$ cat src/rtl/line_write_scheduler_pkg.sv
// rtl/line_write_scheduler_pkg.sv - shared widths, FSM states and step helper for the line write scheduler
package line_write_scheduler_pkg;

  localparam int X_MAC        = 4;
  localparam int ADDR_LEN     = 13;
  localparam int MAX_LINE_LEN = 10;
  localparam int LINE_CNT_W   = 10;
  localparam int ADDR_W       = ADDR_LEN * X_MAC;

  typedef enum logic [2:0] {
    S_IDLE,
    S_ISSUE,
    S_WAIT_REQ,
    S_WAIT_IDLE,
    S_NEXT,
    S_FINISH
  } state_e;

  // Buffer words one line occupies: 4 pixels/word pooled, 2 pixels/word in 2x2 packing.
  function automatic logic [ADDR_LEN-1:0] words_per_line(input logic [MAX_LINE_LEN-1:0] linelen,
                                                         input logic                    pooled);
    logic [MAX_LINE_LEN:0] ext;
    ext = {1'b0, linelen} + {{(MAX_LINE_LEN-1){1'b0}}, pooled, 1'b1};
    return ADDR_LEN'(pooled ? (ext >> 2) : (ext >> 1));
  endfunction

endpackage

$ cat src/rtl/line_write_scheduler_addr_gen.sv
// rtl/line_write_scheduler_addr_gen.sv - per-MAC line start addresses with load and wrapping step
module line_addr_gen
  import line_write_scheduler_pkg::*;
(
  input  logic                clk,
  input  logic                rst_n,
  input  logic                load_i,
  input  logic                step_en_i,
  input  logic [ADDR_W-1:0]   base_i,
  input  logic [ADDR_LEN-1:0] step_i,
  output logic [ADDR_W-1:0]   addr_o
);

  logic [ADDR_W-1:0] addr_q;
  logic [ADDR_W-1:0] addr_d;

  // Each field wraps on its own; no carry crosses into the neighbouring bank.
  always_comb begin
    addr_d = addr_q;
    if (load_i) begin
      addr_d = base_i;
    end else if (step_en_i) begin
      for (int f = 0; f < X_MAC; f++) begin
        addr_d[f*ADDR_LEN +: ADDR_LEN] = addr_q[f*ADDR_LEN +: ADDR_LEN] + step_i;
      end
    end
  end

  always_ff @(posedge clk or negedge rst_n) begin
    if (!rst_n) begin
      addr_q <= '0;
    end else begin
      addr_q <= addr_d;
    end
  end

  assign addr_o = addr_q;

endmodule

$ cat src/rtl/line_write_scheduler.sv
// rtl/line_write_scheduler.sv - drives the line write controller once per output line of a tile
module line_write_scheduler
  import line_write_scheduler_pkg::*;
(
  input  logic                    clk,
  input  logic                    rst_n,
  input  logic                    start,
  input  logic                    abort,
  input  logic [ADDR_W-1:0]       cfg_base_addr,
  input  logic [MAX_LINE_LEN-1:0] cfg_linelen,
  input  logic [LINE_CNT_W-1:0]   cfg_line_num,
  input  logic [ADDR_LEN-1:0]     cfg_stride,
  input  logic                    cfg_pooled,
  input  logic [1:0]              cfg_valid_mac,
  output logic                    ready,
  output logic                    busy,
  output logic                    done,
  output logic [LINE_CNT_W-1:0]   line_idx,
  output logic                    wc_conf_input,
  output logic [ADDR_W-1:0]       wc_st_addr,
  output logic [MAX_LINE_LEN-1:0] wc_linelen,
  output logic                    wc_pooled,
  output logic [1:0]              wc_valid_mac,
  input  logic                    wc_req,
  input  logic                    wc_idle
);

  state_e                  state_q;
  logic                    done_q;
  logic [LINE_CNT_W-1:0]   line_idx_q;
  logic [LINE_CNT_W-1:0]   line_num_q;
  logic [ADDR_LEN-1:0]     step_q;
  logic [MAX_LINE_LEN-1:0] linelen_q;
  logic                    pooled_q;
  logic [1:0]              valid_mac_q;
  logic                    accept;
  logic                    last_line;
  logic                    advance;

  assign ready     = (state_q == S_IDLE) & wc_idle;
  assign accept    = start & ready & ~abort;
  assign last_line = (line_idx_q == line_num_q - LINE_CNT_W'(1));
  assign advance   = (state_q == S_NEXT) & ~last_line & ~abort;

  line_addr_gen u_addr_gen (
    .clk       (clk),
    .rst_n     (rst_n),
    .load_i    (accept),
    .step_en_i (advance),
    .base_i    (cfg_base_addr),
    .step_i    (step_q),
    .addr_o    (wc_st_addr)
  );

  always_ff @(posedge clk or negedge rst_n) begin
    if (!rst_n) begin
      state_q     <= S_IDLE;
      done_q      <= 1'b0;
      line_idx_q  <= '0;
      line_num_q  <= '0;
      step_q      <= '0;
      linelen_q   <= '0;
      pooled_q    <= 1'b0;
      valid_mac_q <= '0;
    end else begin
      done_q <= 1'b0;
      if (abort && state_q != S_IDLE) begin
        state_q <= S_IDLE;
      end else begin
        case (state_q)
          S_IDLE: begin
            if (accept) begin
              linelen_q   <= cfg_linelen;
              pooled_q    <= cfg_pooled;
              valid_mac_q <= cfg_valid_mac;
              line_num_q  <= cfg_line_num;
              step_q      <= (cfg_stride != '0) ? cfg_stride
                                                : words_per_line(cfg_linelen, cfg_pooled);
              line_idx_q  <= '0;
              state_q     <= (cfg_line_num == '0) ? S_FINISH : S_ISSUE;
            end
          end
          S_ISSUE:     state_q <= S_WAIT_REQ;
          // The controller only raises req after its own delayed conf, so this wait is unbounded.
          S_WAIT_REQ:  if (wc_req)  state_q <= S_WAIT_IDLE;
          S_WAIT_IDLE: if (wc_idle) state_q <= S_NEXT;
          S_NEXT: begin
            if (last_line) begin
              state_q <= S_FINISH;
            end else begin
              line_idx_q <= line_idx_q + LINE_CNT_W'(1);
              state_q    <= S_ISSUE;
            end
          end
          S_FINISH: begin
            done_q  <= 1'b1;
            state_q <= S_IDLE;
          end
          default: state_q <= S_IDLE;
        endcase
      end
    end
  end

  assign busy          = (state_q != S_IDLE);
  assign done          = done_q;
  assign line_idx      = line_idx_q;
  assign wc_conf_input = (state_q == S_ISSUE) & ~abort;
  assign wc_linelen    = linelen_q;
  assign wc_pooled     = pooled_q;
  assign wc_valid_mac  = valid_mac_q;

endmodule

$ cat config.mk
export PLATFORM = sky130hd
export DESIGN_NAME = line_write_scheduler
export DESIGN_NICKNAME = d
export VERILOG_FILES = /design/src/rtl/line_write_scheduler_pkg.sv /design/src/rtl/line_write_scheduler_addr_gen.sv /design/src/rtl/line_write_scheduler.sv
export SDC_FILE = /design/constraint.sdc
export NUM_CORES = 1
export LEC_CHECK = 0
export CAP_MARGIN = 25
export CORE_ASPECT_RATIO = 0.75
export CORE_MARGIN = 4
export CORE_UTILIZATION = 52
export CTS_BUF_LIST = sky130_fd_sc_hd__clkbuf_16
export DETAILED_ROUTE_END_ITERATION = 8
export PLACE_DENSITY = 0.84
export SKIP_LAST_GASP = 1
export SYNTH_ARGS = -nofsm -noshare
export SYNTH_HDL_FRONTEND = slang
export SYNTH_HIERARCHICAL = 1
export SYNTH_SLANG_ARGS = --single-unit
export TNS_END_PERCENT = 20
$ cat constraint.sdc
create_clock -name clk -period 3.82 [get_ports clk]
set_clock_uncertainty 0.1 [all_clocks]
set_input_delay 0.382 -clock clk [delete_from_list [all_inputs] [get_ports clk]]
set_output_delay 0.382 -clock clk [all_outputs]
set_load 0.01 [all_outputs]
zoom.png
Bar = 10 um. Region (61, 21) to (86, 46) um. Cells in gray, sequential cells in the stronger gray; small squares are vias.
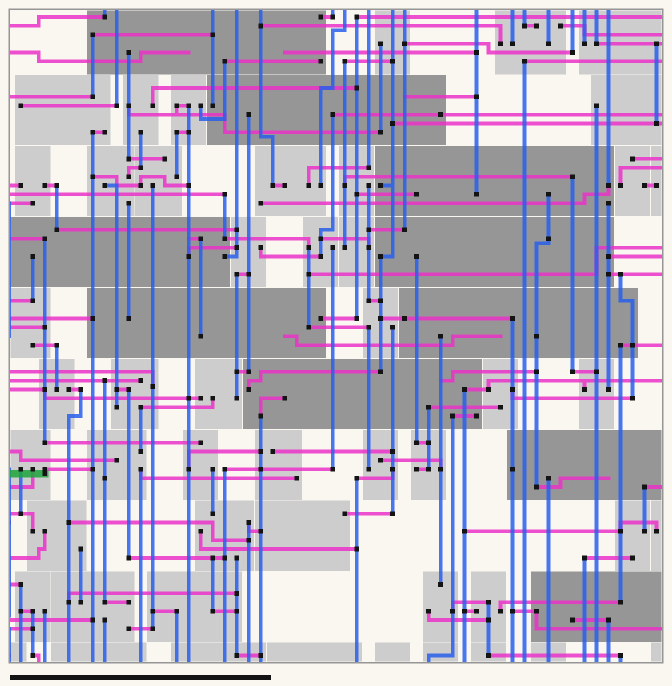
- met3: green
- met2: blue
- met1: magenta
- netlist names of flops here include: `step_q` (6), `line_num_q` (3)
- most frequent: nand2_1 (18), dfrtp_1 (10), clkdlybuf4s50_1 (5)
- sequential cells in the window: 10
- cells with their middle in the window: 48

final_placement.png
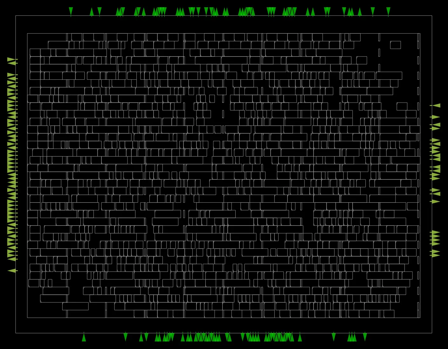
Rows: 37
# fillers: 1154
core area: 14000 um2
sequential share of cell area: 26.0%

==> flow_metrics.env <==
# flow metrics
export IMPL_pwr_share_seq_pct=25.3
export IMPL_grtUsageTotal_pct=26.7
export IMPL_top_area_share_pct=33.8
export IMPL_pg_seq_uw=2160
export IMPL_power_switching_uw=3860
export IMPL_nClkBuffers=9
export IMPL_ys_chip_area_um2=7560
export IMPL_fp_nets=1048
export IMPL_drive_gt1_share_pct=4.43
export IMPL_comb_area_um2=4810
export IMPL_seq_cells=102
export IMPL_chipHeight_um=112
export IMPL_power_total_uw=8530
export IMPL_grt_pass1_vias=6913
export IMPL_outcome="finished, final reports clean"
export IMPL_clk_pin_slew_ns=0.07
export IMPL_fin_crit_sh_pct=94.7
export IMPL_required_ns=3.95
export IMPL_edf_count=0
export IMPL_slew_headroom_pct=50.8
export IMPL_lay_top_cells="171 x clkdlybuf4s50_1, 157 x nand2_1, 101 x dfrtp_1"
export IMPL_path_class="reg -> reg"
export IMPL_clk_path_buf_depth=2
export IMPL_gp_congestion=1.02
export IMPL_routedWlPerCell_um=18.0
export IMPL_cts_tree="yes"
export IMPL_cts_sinks=102
export IMPL_cp_arrival_ns=3.75
export IMPL_dpl_worst_slack_ns=0.117
export IMPL_syn_area_um2=7560
export IMPL_hold_violations=0
export IMPL_dr_max_layer_used="met4"
export IMPL_n_all_inverters=17
export IMPL_n_all_buffers=188
export IMPL_critPathMaxFanout=7
export IMPL_ys_types=67
export IMPL_met1_usage_pct=40.8
export IMPL_hold_class="in -> async"
export IMPL_final_util_pct=70.4
export IMPL_syn_to_final_growth_pct=30.2
export IMPL_first_pass_iters=6
export IMPL_dpl_hpwl_um=17100
export IMPL_slew_viol_final=0
export IMPL_rsz0062_at_grt="no"
export IMPL_nets=1208
export IMPL_p_int_uw=4670
export IMPL_drc=0
export IMPL_period_minus_slack_ns=3.62
export IMPL_yosys_warnings=6
export IMPL_ys_ff=102
export IMPL_grt_max_degree=81
export IMPL_netlist_top_cells_area="dfrtp_1 34%, ha_1 8.4%, nand2_1 7.8%, o21ai_0 5.6%, xnor2_1 3.8%"
export IMPL_grt_antenna_before_repair=0
export IMPL_power_group_top="combinational logic"
export IMPL_end_kind="flip-flop"
export IMPL_synthArstFlopShare_pct=100
export IMPL_top_cell="nand2_1"
export IMPL_netSwitchingFraction_pct=45.2
export IMPL_grt_pass1_wl_um=36500
export IMPL_largestClassByArea="logic gates"
export IMPL_yosys_top_cells_count="157 x nand2_1, 102 x dfrtp_1, 85 x o21ai_0"
export IMPL_grtUsageMet3_pct=5.49
export IMPL_finalNonFillerCells=1256
export IMPL_postSynthCellCount=898
export IMPL_avgSynthCellArea_um2=8.42
export IMPL_comb_cells=740
export IMPL_worst_pin_slew_ns=0.732
export IMPL_synth_top_flop_cell="dfrtp_1"
export IMPL_die_w_um=147
export IMPL_pwr_density_cell_nw_per_um2=867
export IMPL_irDropWorstVdd_uv=412
export IMPL_ant_nets=0
export IMPL_yosysCellCount=898
export IMPL_num_vias=7601
export IMPL_drt_wl_total_um=22600
export IMPL_antenna_cells=0
export IMPL_final_nonclk_buf_share_pct=18.9
export IMPL_io_pins=173
export IMPL_seq_area_um2=2550
export IMPL_fp_util_pct=54.1
export IMPL_grt_met2_usage_pct=39.6
export IMPL_maxCapViolations=0
export IMPL_n_tap_cell=195
export IMPL_wl_met2_um=9990
export IMPL_setup_slack_ns=0.201
export IMPL_comb_power_share_pct=63.3
export IMPL_io_buffers=172
export IMPL_wl_met3_um=2040
export IMPL_dpl_cell_count=1239
export IMPL_setup_violations=0
export IMPL_grt_overflow=0
export IMPL_worstSetupStartpointType="flip-flop"
export IMPL_largest_area_cell="dfrtp_1"
export IMPL_p_leak_uw=0.00420
export IMPL_globalRoute_busiestLayer="met1"
export IMPL_warnings=26
export IMPL_cts_max_level=3
export IMPL_wl_met1_um=10300
export IMPL_tns_ns=0
export IMPL_drt_iter0_drc=602
export IMPL_cts_buffers=9
export IMPL_clock_fmax_mhz=276
export IMPL_pg_comb_uw=5400
export IMPL_vias_per_cell=6.05
export IMPL_clk_share_pct=3.08
export IMPL_cts_root_buf="clkbuf_16"
export IMPL_dieArea_um2=16500
export IMPL_synth_sequential_area_ratio_pct=33.8
clock_map.png
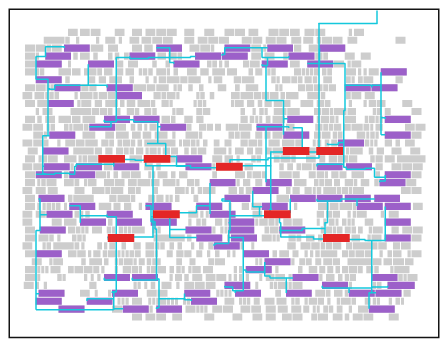
- cells driving clock nets: red (count 9)
- clock wires: cyan (length 1300 um)
- flip-flops: purple (count 102)
- flops lie: spread over the die
- routed clock nets: 10
clock share of power: 11.3%
Late-Pin Clk Latency: 0.34 ns
P_clk: 968 uW

gate_families.png
Bar = 50 um.
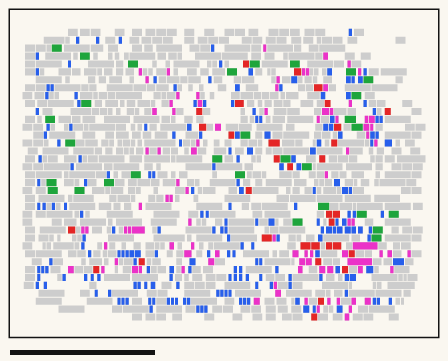
- NOR gates: magenta (cells 90; most used nor2_1)
- multiplexers: green (cells 30; most used mux2i_1)
- NAND gates: blue (cells 205; most used nand2_1; where spread over the die)
- AND and OR gates: red (cells 32; most used or3_1)
logic share of the area: 48.9%
most used logic cell in the final layout: clkdlybuf4s50_1

-- per-stage QoR --
step                area, um2  hold WS (ns)
floorplan                7560       -0.0136
global placement         9470         0.360
detailed placement       9470         0.363
CTS                      9780         0.160
global route             9840         0.349
finish                   9840         0.338
-- logic make-up after synthesis --
group           Yosys count  share of synthesized area, %
mux                      30                          4.02
buf+inv                  56                          2.81
fa+ha+maj                57                          9.90
flops                   102                          33.8
xor+xnor                 43                          4.98
compound gates          283                          24.3
simple gates            327                          20.2
-- critical path, cell delays in order, from the launching register on --
cell,delay [ns]
dfrtp_2,0.44
inv_1,0.09
ha_2,0.24
nor4b_4,0.24
buf_4,0.19
and3b_1,0.17
o21bai_1,0.07
a32oi_2,0.29
nand2_1,0.17
and3_2,0.31
nand2b_1,0.18
nor2_1,0.09
a221oi_1,0.35
nand3_1,0.14
xor2_1,0.15
mux2_2,0.27
-- sequential cells by signal (all words and copies together) (netlist names) --
signal             flops
line_num_q            10
line_idx              10
wc_valid_mac           2
done                   1
u_addr_gen/addr_o     52
step_q                13
wc_linelen            10
wc_pooled              1
state_q                3
-- repair_timing --
| item | CTS | global route |
|---|---|---|
| buffers inserted | 0 | 1 |
| hold endpoints to repair | 0 | 10 |
| setup endpoints to repair | 0 | 6 |
| hold buffers | 0 | 1 |
| resized | 0 | 4 |
-- final timing paths --
check                         startpoint                     to  slack [ns]  cells past startpoint
min in group clk           wc_linelen[7]          wc_linelen[7]        0.38                      2
min reg2reg                wc_linelen[7]          wc_linelen[7]        0.38                      2
max in group asynchronous          rst_n          wc_linelen[6]        2.68                      3
max reg2reg                line_num_q[0]  u_addr_gen/addr_o[12]        0.20                     15
max                        line_num_q[0]  u_addr_gen/addr_o[12]        0.20                     15
min                                rst_n  u_addr_gen/addr_o[51]        0.34                      2
No activity file was given, so power comes from the tool's default toggle rates.
